Run 1, routed clock nets over the placement:
(2 px per um)
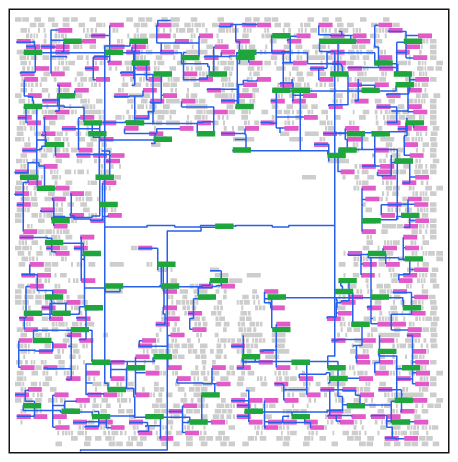
Run 1, signal wires on met3:
(2 px per um)
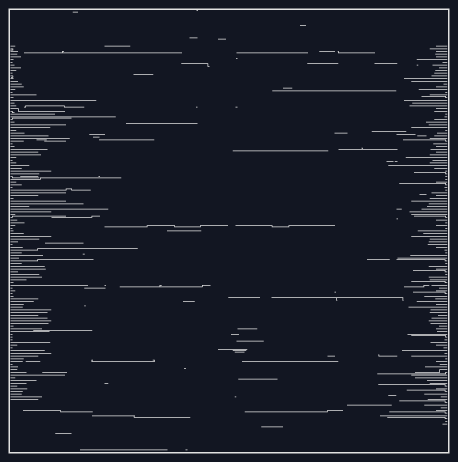
Run 1, metal layers overlaid:
(1 px per um)
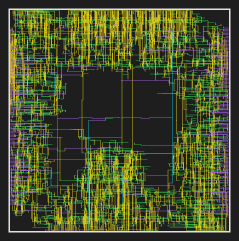
Run 1, clock wiring as the flow saved it:
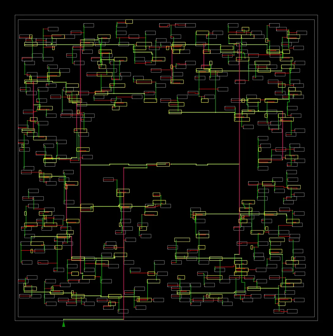
--- src/rtl/adc_capture_ctrl.sv ---
// -----------------------------------------------------------------------------
// adc_capture_ctrl
//   Capture sequencer for one ADC AXI-Stream channel. An arm command latches a
//   capture length and trigger mode; after an immediate or external trigger the
//   following stream words are written to a single-port sample buffer at
//   consecutive addresses, then done/irq are raised.
//
// Ports
//   s0_axis_adc_aclk     ADC clock, the only clock
//   s0_axis_adc_aresetn  synchronous active-low reset
//   s_axis_tdata/tvalid  ADC stream input; s_axis_tready is never deasserted
//                        after reset (the ADC is never stalled)
//   cfg_length           words to capture (latched on arm, clamped to depth)
//   cfg_trig_ext         0 = immediate, 1 = wait for trig_in (latched on arm)
//   arm / abort          single-cycle command pulses (abort wins)
//   trig_in              external trigger level, already in this clock domain
//   mem_we/addr/wdata    registered buffer write port
//   busy                 high while ARMED or CAPTURE
//   done                 sticky completion flag
//   irq                  one-cycle pulse on entry to DONE
//   captured_count       words written in the current or last capture
// -----------------------------------------------------------------------------
module adc_capture_ctrl #(
   parameter int DATA_WIDTH = 256,
   parameter int ADDR_WIDTH = 10
) (
   input  logic                  s0_axis_adc_aclk,
   input  logic                  s0_axis_adc_aresetn,
   input  logic [DATA_WIDTH-1:0] s_axis_tdata,
   input  logic                  s_axis_tvalid,
   output logic                  s_axis_tready,
   input  logic [ADDR_WIDTH:0]   cfg_length,
   input  logic                  cfg_trig_ext,
   input  logic                  arm,
   input  logic                  abort,
   input  logic                  trig_in,
   output logic                  mem_we,
   output logic [ADDR_WIDTH-1:0] mem_addr,
   output logic [DATA_WIDTH-1:0] mem_wdata,
   output logic                  busy,
   output logic                  done,
   output logic                  irq,
   output logic [ADDR_WIDTH:0]   captured_count
);

   localparam int CW = ADDR_WIDTH + 1;
   localparam logic [CW-1:0] CNT_ZERO = {CW{1'b0}};
   localparam logic [CW-1:0] CNT_ONE  = {{ADDR_WIDTH{1'b0}}, 1'b1};
   localparam logic [CW-1:0] MAX_LEN  = {1'b1, {ADDR_WIDTH{1'b0}}};

   typedef enum logic [1:0] {
      ST_IDLE    = 2'd0,
      ST_ARMED   = 2'd1,
      ST_CAPTURE = 2'd2,
      ST_DONE    = 2'd3
   } state_t;

   state_t                  state_r;
   state_t                  state_nxt_s;
   logic [CW-1:0]           len_r;
   logic                    trig_ext_r;
   logic [CW-1:0]           len_clamp_s;
   logic [CW-1:0]           count_inc_s;
   logic                    arm_go_s;
   logic                    accept_s;

   logic                    we_d_s;
   logic [ADDR_WIDTH-1:0]   addr_d_s;
   logic [DATA_WIDTH-1:0]   wdata_d_s;
   logic [CW-1:0]           count_d_s;
   logic                    busy_d_s;
   logic                    done_d_s;
   logic                    irq_d_s;

   logic                    tready_r;
   logic                    mem_we_r;
   logic [ADDR_WIDTH-1:0]   mem_addr_r;
   logic [DATA_WIDTH-1:0]   mem_wdata_r;
   logic                    busy_r;
   logic                    done_r;
   logic                    irq_r;
   logic [CW-1:0]           count_r;

   // Command/beat qualification: clamp, effective arm, and beats to be written.
   always_comb begin
      len_clamp_s = cfg_length;
      arm_go_s    = 1'b0;
      accept_s    = 1'b0;
      count_inc_s = count_r + CNT_ONE;
      if (cfg_length > MAX_LEN) begin
         len_clamp_s = MAX_LEN;
      end else begin
         len_clamp_s = cfg_length;
      end
      // abort suppresses both a pending arm and the beat of the same cycle
      if (abort) begin
         arm_go_s = 1'b0;
         accept_s = 1'b0;
      end else begin
         case (state_r)
            ST_IDLE, ST_DONE: arm_go_s = arm;
            ST_ARMED:         accept_s = s_axis_tvalid && (!trig_ext_r || trig_in);
            ST_CAPTURE:       accept_s = s_axis_tvalid;
            default: begin
               arm_go_s = 1'b0;
               accept_s = 1'b0;
            end
         endcase
      end
   end

   // State register.
   always_ff @(posedge s0_axis_adc_aclk) begin
      if (!s0_axis_adc_aresetn) begin
         state_r <= ST_IDLE;
      end else begin
         state_r <= state_nxt_s;
      end
   end

   // Next-state logic.
   always_comb begin
      state_nxt_s = state_r;
      if (abort) begin
         state_nxt_s = ST_IDLE;
      end else begin
         case (state_r)
            ST_IDLE, ST_DONE: begin
               if (arm_go_s) begin
                  state_nxt_s = (len_clamp_s == CNT_ZERO) ? ST_DONE : ST_ARMED;
               end else begin
                  state_nxt_s = state_r;
               end
            end
            ST_ARMED: begin
               if (accept_s) begin
                  state_nxt_s = (len_r == CNT_ONE) ? ST_DONE : ST_CAPTURE;
               end else begin
                  state_nxt_s = ST_ARMED;
               end
            end
            ST_CAPTURE: begin
               if (accept_s && (count_inc_s == len_r)) begin
                  state_nxt_s = ST_DONE;
               end else begin
                  state_nxt_s = ST_CAPTURE;
               end
            end
            default: state_nxt_s = ST_IDLE;
         endcase
      end
   end

   // Output logic: next values for the registered write port and status.
   always_comb begin
      we_d_s    = accept_s;
      addr_d_s  = mem_addr_r;
      wdata_d_s = mem_wdata_r;
      count_d_s = count_r;
      if (accept_s) begin
         // count is cleared on arm, so it is also the write address in ARMED
         addr_d_s  = count_r[ADDR_WIDTH-1:0];
         wdata_d_s = s_axis_tdata;
         count_d_s = count_inc_s;
      end else if (arm_go_s) begin
         count_d_s = CNT_ZERO;
      end else begin
         count_d_s = count_r;
      end
      busy_d_s = (state_nxt_s == ST_ARMED) || (state_nxt_s == ST_CAPTURE);
      done_d_s = (state_nxt_s == ST_DONE);
      // a fresh arm from DONE (length 0) re-enters DONE and pulses again
      irq_d_s  = done_d_s && ((state_r != ST_DONE) || arm_go_s);
   end

   // Registered outputs and latched capture configuration.
   always_ff @(posedge s0_axis_adc_aclk) begin
      if (!s0_axis_adc_aresetn) begin
         tready_r    <= 1'b0;
         mem_we_r    <= 1'b0;
         mem_addr_r  <= {ADDR_WIDTH{1'b0}};
         mem_wdata_r <= {DATA_WIDTH{1'b0}};
         busy_r      <= 1'b0;
         done_r      <= 1'b0;
         irq_r       <= 1'b0;
         count_r     <= CNT_ZERO;
         len_r       <= CNT_ZERO;
         trig_ext_r  <= 1'b0;
      end else begin
         tready_r    <= 1'b1;
         mem_we_r    <= we_d_s;
         mem_addr_r  <= addr_d_s;
         mem_wdata_r <= wdata_d_s;
         busy_r      <= busy_d_s;
         done_r      <= done_d_s;
         irq_r       <= irq_d_s;
         count_r     <= count_d_s;
         if (arm_go_s) begin
            len_r      <= len_clamp_s;
            trig_ext_r <= cfg_trig_ext;
         end
      end
   end

   assign s_axis_tready  = tready_r;
   assign mem_we         = mem_we_r;
   assign mem_addr       = mem_addr_r;
   assign mem_wdata      = mem_wdata_r;
   assign busy           = busy_r;
   assign done           = done_r;
   assign irq            = irq_r;
   assign captured_count = count_r;

endmodule

--- config.mk ---
export PLATFORM = sky130hd
export DESIGN_NAME = adc_capture_ctrl
export DESIGN_NICKNAME = d
export VERILOG_FILES = /design/src/rtl/adc_capture_ctrl.sv
export SDC_FILE = /design/constraint.sdc
export NUM_CORES = 1
export LEC_CHECK = 0
export CAP_MARGIN = 20
export CORE_AREA = 2 2 217 219
export CTS_CLUSTER_DIAMETER = 30
export DETAILED_ROUTE_END_ITERATION = 8
export DIE_AREA = 0 0 219 221
export HOLD_SLACK_MARGIN = 0.15
export PLACE_DENSITY = 0.5
export REMOVE_ABC_BUFFERS = 1
export SLEW_MARGIN = 10
export SYNTH_ARGS = -nofsm -noshare
export SYNTH_HDL_FRONTEND = slang
export SYNTH_SLANG_ARGS = --single-unit
--- constraint.sdc ---
create_clock -name s0_axis_adc_aclk -period 3.23 [get_ports s0_axis_adc_aclk]
set_clock_uncertainty 0.15 [all_clocks]
set_input_delay 0.8075 -clock s0_axis_adc_aclk [delete_from_list [all_inputs] [get_ports s0_axis_adc_aclk]]
set_output_delay 0.8075 -clock s0_axis_adc_aclk [all_outputs]
set_load 0.01 [all_outputs]
==> commit_impl_results.txt, run 1 <==
Log flow metrics for this revision

* Logic area: 0.00435 mm^2
* Clock share of power: 67.4%
- The plain and repair buffers instantiated in the layout total 597.
* Last weighted congestion value of the routability-driven placer: 0.796
- Leaving out fill and tap cells, the most frequent cells in the layout are sky130_fd_sc_hd__clkdlybuf4s50_1 (555), sky130_fd_sc_hd__nand2_1 (536), sky130_fd_sc_hd__dfxtp_1 (296).
* Net switching fraction of the power: 19.6%
* Mi-comb count: 958
* Hold Path Cell Cnt: 2
- Result of the run: complete, no violations
- The first global-routing pass estimated 65000 um of wire.
* Sequential share of power: 28.1%
- Highest routing layer actually used: met4
- Summing the areas of all compound-gate instances in the mapped netlist gives 15.7% of the synthesized area.
- Gates resized during post-CTS repair numbered 0.
* Number of ports placed on the die boundary: 556
- In this run, the synthesized area fraction spent on xor and xnor cells is recorded as 0.736%.
- Multi-input logic portion of the cell area: 21.4%
- Share of the synthesized area in the top cell type: 55.3%
* Top logic cell family in the synthesized netlist: simple AND/OR/NAND/NOR gates
* Clock root buffer: sky130_fd_sc_hd__clkbuf_16
* Data arrival, critical path: 3150 ps
- In the global route stage, overall resource usage came out at 17.2%.
- For the worst min-delay path, the startpoint reported by OpenROAD is mem_wdata[110].
- Worst reg2reg endpoint: irq
* Class of the worst hold path: register to register
- In the final layout, the fill cell count is 4575.
- Number of vias after detailed routing: 11.3k
- Storage element area: 0.00593 mm^2
- In the final layout, non-clock buffers account for 30.0% of the cell area.
* Proportion of cell area occupied by registers: 29.2%
- Antenna violations before repair: 2
- Summing internal, switching and leakage power gives 13.2 mW.
* First element of the critical path: state_r[0]
* Number of flops mapped to enable cells by yosys: 0
* Cell area after synthesis: 0.0107 mm^2
- The finished cells cover 0.0203 mm^2.
* Antenna Diode Count: 1
* NumNets Final: 2226
- The global routing stage identified its most utilized layer as met2.
- Summed standard-cell area reported by yosys: 0.0107 mm^2
* Time the final worst path needs with I/O delays and setup: 2790 ps
- The synthesis report names the predominant flop master as sky130_fd_sc_hd__dfxtp_1.
* Core region area: 0.0461 mm^2
- Critical path data required time: 3580 ps
* Post-synthesis adder-cell area fraction: 0.677%
* Worst ir drop on vdd: 0.000435 V
- Worst Hold End: mem_wdata[110]
-- 'routed clock nets over the placement' (at the start) --
Key: green = cells driving clock nets [count 88]; magenta = flip-flops [count 296]; blue = clock wires [length 5420 um]
Position of the flops: all over the die.

-- 'signal wires on met3' (at the start) --
306 nets have wire on it. The layer holds 9.8% of the routed length. The wires run mostly horizontal. The longest straight run is 78.7 um.

-- 'metal layers overlaid' (at the start) --
Key: cyan = met4 [wire length 759 um]; yellow = met2 [wire length 21.1 mm]; green = met1 [wire length 17400 um]; purple = met3 [wire length 4240 um]

-- 'clock wiring as the flow saved it' (at the start) --
count of clock tree sinks: 296
clock latency on the worst-skew pair: 580 ps
CTS Buf Count: 88
clock distribution power: 8.91 mW
number of clock buffers in the layout: 140

run 1: metrics by stage:
stage | utilization, % | TNS (ps) | setup slack, ps | hold slack (ps)
2_1_floorplan | - | -1884830 | -7230 | 315
4_1_cts | 44.0 | 0 | 435 | 302
6_report | 44.1 | 0 | 439 | 298
5_1_grt | 44.1 | 0 | 84.0 | 315
3_5_place_dp | 37.3 | -10.5 | -10.5 | 296
3_3_place_gp | 37.3 | -48.3 | -41.2 | 291
run 1: worst max-delay path, cell delays in order (launching register included):
cell and delay, ps:
sky130_fd_sc_hd__dfxtp_1 380, sky130_fd_sc_hd__inv_1 60, sky130_fd_sc_hd__ha_1 360, sky130_fd_sc_hd__or3b_4 420, sky130_fd_sc_hd__a211oi_1 180, sky130_fd_sc_hd__nand4_1 140
sky130_fd_sc_hd__a2111oi_1 370, sky130_fd_sc_hd__a31o_1 220, sky130_fd_sc_hd__ha_1 140, sky130_fd_sc_hd__and2_1 130, sky130_fd_sc_hd__a21boi_0 160
run 1: power groups by stage:
stage | clock network (mW) | registers [mW] | logic (mW)
2_1_floorplan | 0 | 3.78 | 0.128
5_1_grt | 9.36 | 3.72 | 0.636
4_1_cts | 9.11 | 3.72 | 0.600
3_3_place_gp | 0 | 3.78 | 0.596
6_report | 8.91 | 3.72 | 0.593
3_5_place_dp | 0 | 3.78 | 0.595
run 1: flip-flops by register name, summed over array words and instances (netlist names), 2 cells and up:
signal / cells
mem_addr: 10
len_r: 11
captured_count: 11
state_r: 2
mem_wdata: 256
run 1: cell families (layout without fill, tap and decap cells):
group | count (synthesis) | in the layout
AND/OR/NAND/NOR | 617 | 617
AND-OR/OR-AND | 323 | 323
flip-flops | 296 | 296
buffers and inverters | 108 | 766
XOR/XNOR | 9 | 9
adder cells (fa/ha/maj) | 6 | 6
multiplexers | 3 | 3
other | 0 | 1
## Run 2: what changed since run 1
--- a/config.mk
+++ b/config.mk
@@ -11,7 +11,6 @@
 export DETAILED_ROUTE_END_ITERATION = 8
 export DIE_AREA = 0 0 219 221
 export HOLD_SLACK_MARGIN = 0.15
-export PLACE_DENSITY = 0.5
 export REMOVE_ABC_BUFFERS = 1
 export SLEW_MARGIN = 10
 export SYNTH_ARGS = -nofsm -noshare
Run 2, clock wiring as the flow saved it:
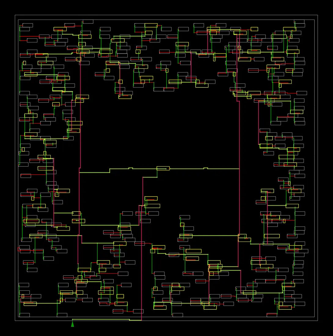
CTS Buf Count: 75
registers: 296

Run 2, signal wires on met3:
(2 px per um)
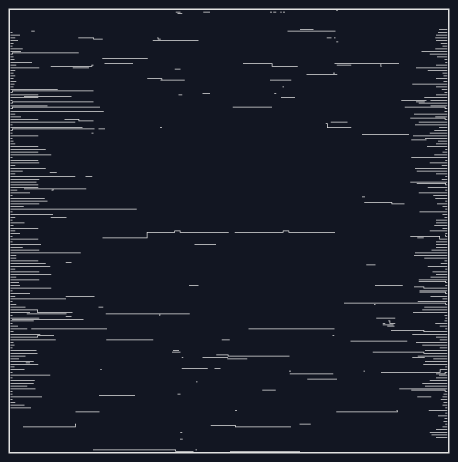
The wires run mostly horizontal. 334 nets have wire on it.

Run 2, metal layers overlaid:
(1 px per um)
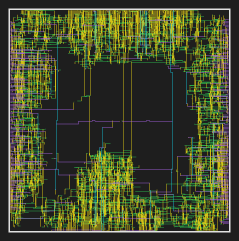
Key: cyan = met4 [wire length 1240 um]; purple = met3 [wire length 3960 um]; yellow = met2 [wire length 19500 um]; green = met1 [wire length 14900 um]

==> commit_impl_results.txt, run 2 <==
Log flow metrics for this revision

* Clock root buffer: sky130_fd_sc_hd__clkbuf_16 (unchanged)
- The number of antenna diodes came to 1 (unchanged).
- Most frequent cells in the layout: sky130_fd_sc_hd__clkdlybuf4s50_1 (555), sky130_fd_sc_hd__nand2_1 (536), sky130_fd_sc_hd__dfxtp_1 (296) (unchanged).
* Post-layout total power: 12.0 mW (was 13.2 mW)
- The number of inserted filler cells in the final layout came to 4521 (was 4575).
- The adder-cell share of the synthesized area came to 0.677% (unchanged).
- The area of the multi-input gates is 0.00435 mm^2 (unchanged).
- Sum of negative setup slack: 0 ps (unchanged)
* Cell area after synthesis: 0.0107 mm^2 (unchanged)
* Net switching fraction of the power: 20.9% (was 19.6%)
- Multi-input logic portion of the cell area: 22.0% (was 21.4%)
- The final hold slack came to 298 ps (about the same).
- Post-Route Utilization: 42.8% (was 44.1%)
- The count of instances resized after the clock tree is built was 0 (unchanged).
- NumNets Final: 2205 (was 2226)
- The footprint of the flip-flops and latches came to 0.00593 mm^2 (unchanged).
- Result of the run: complete, no violations (unchanged)
- Summed area of non-filler cells in the final layout: 0.0197 mm^2 (was 0.0203 mm^2)
* Proportion of cell area occupied by registers: 30.0% (was 29.2%)
- The type of the tightest min-delay check is register to register (unchanged).
run 2: cell types whose count changed in the layout (fill, tap and decap cells not counted), moves of 2 or more:
cell | before | now
sky130_fd_sc_hd__buf_4 | 24 | 17
sky130_fd_sc_hd__clkinv_2 | 9 | 11
sky130_fd_sc_hd__clkinv_4 | 0 | 4
sky130_fd_sc_hd__clkbuf_8 | 24 | 13
sky130_fd_sc_hd__clkinvlp_4 | 1 | 9
sky130_fd_sc_hd__clkbuf_1 | 24 | 8
sky130_fd_sc_hd__clkinv_8 | 1 | 3
sky130_fd_sc_hd__clkbuf_16 | 92 | 76
run 2: worst max-delay path: stages, from the launching register on:
cell	delay [ps]
sky130_fd_sc_hd__dfxtp_1	390
sky130_fd_sc_hd__inv_1	60
sky130_fd_sc_hd__ha_1	370
sky130_fd_sc_hd__or3b_4	430
sky130_fd_sc_hd__a211oi_1	180
sky130_fd_sc_hd__nand4_1	130
sky130_fd_sc_hd__a2111oi_1	370
sky130_fd_sc_hd__a31o_1	250
sky130_fd_sc_hd__ha_1	160
sky130_fd_sc_hd__and2_1	130
sky130_fd_sc_hd__a21boi_0	170
run 2: worst max-delay path by stage:
| stage | from | to | slack (ps) |
|---|---|---|---|
| 2_1_floorplan | abort | captured_count[3] | -7230 |
| 3_3_place_gp | s_axis_tvalid | irq | -30 |
| 3_5_place_dp | s_axis_tvalid | irq | -30 |
| 4_1_cts | state_r[0] | irq | 370 |
| 5_1_grt | state_r[0] | irq | 250 |
| 6_report | state_r[0] | irq | 380 |
run 2: per-layer routing:
| metal | track usage (%) | vias up | wire [um] |
|---|---|---|---|
| li1 | - | 5608 | - |
| met1 | 16.4 | 5227 | 14900 |
| met4 | 7.87 | 0 | 1230 |
| met3 | 6.12 | 76 | 3960 |
| met2 | 27.3 | 452 | 19500 |
| met5 | 0 | - | 0 |
No activity file was given, so power comes from the tool's default toggle rates.
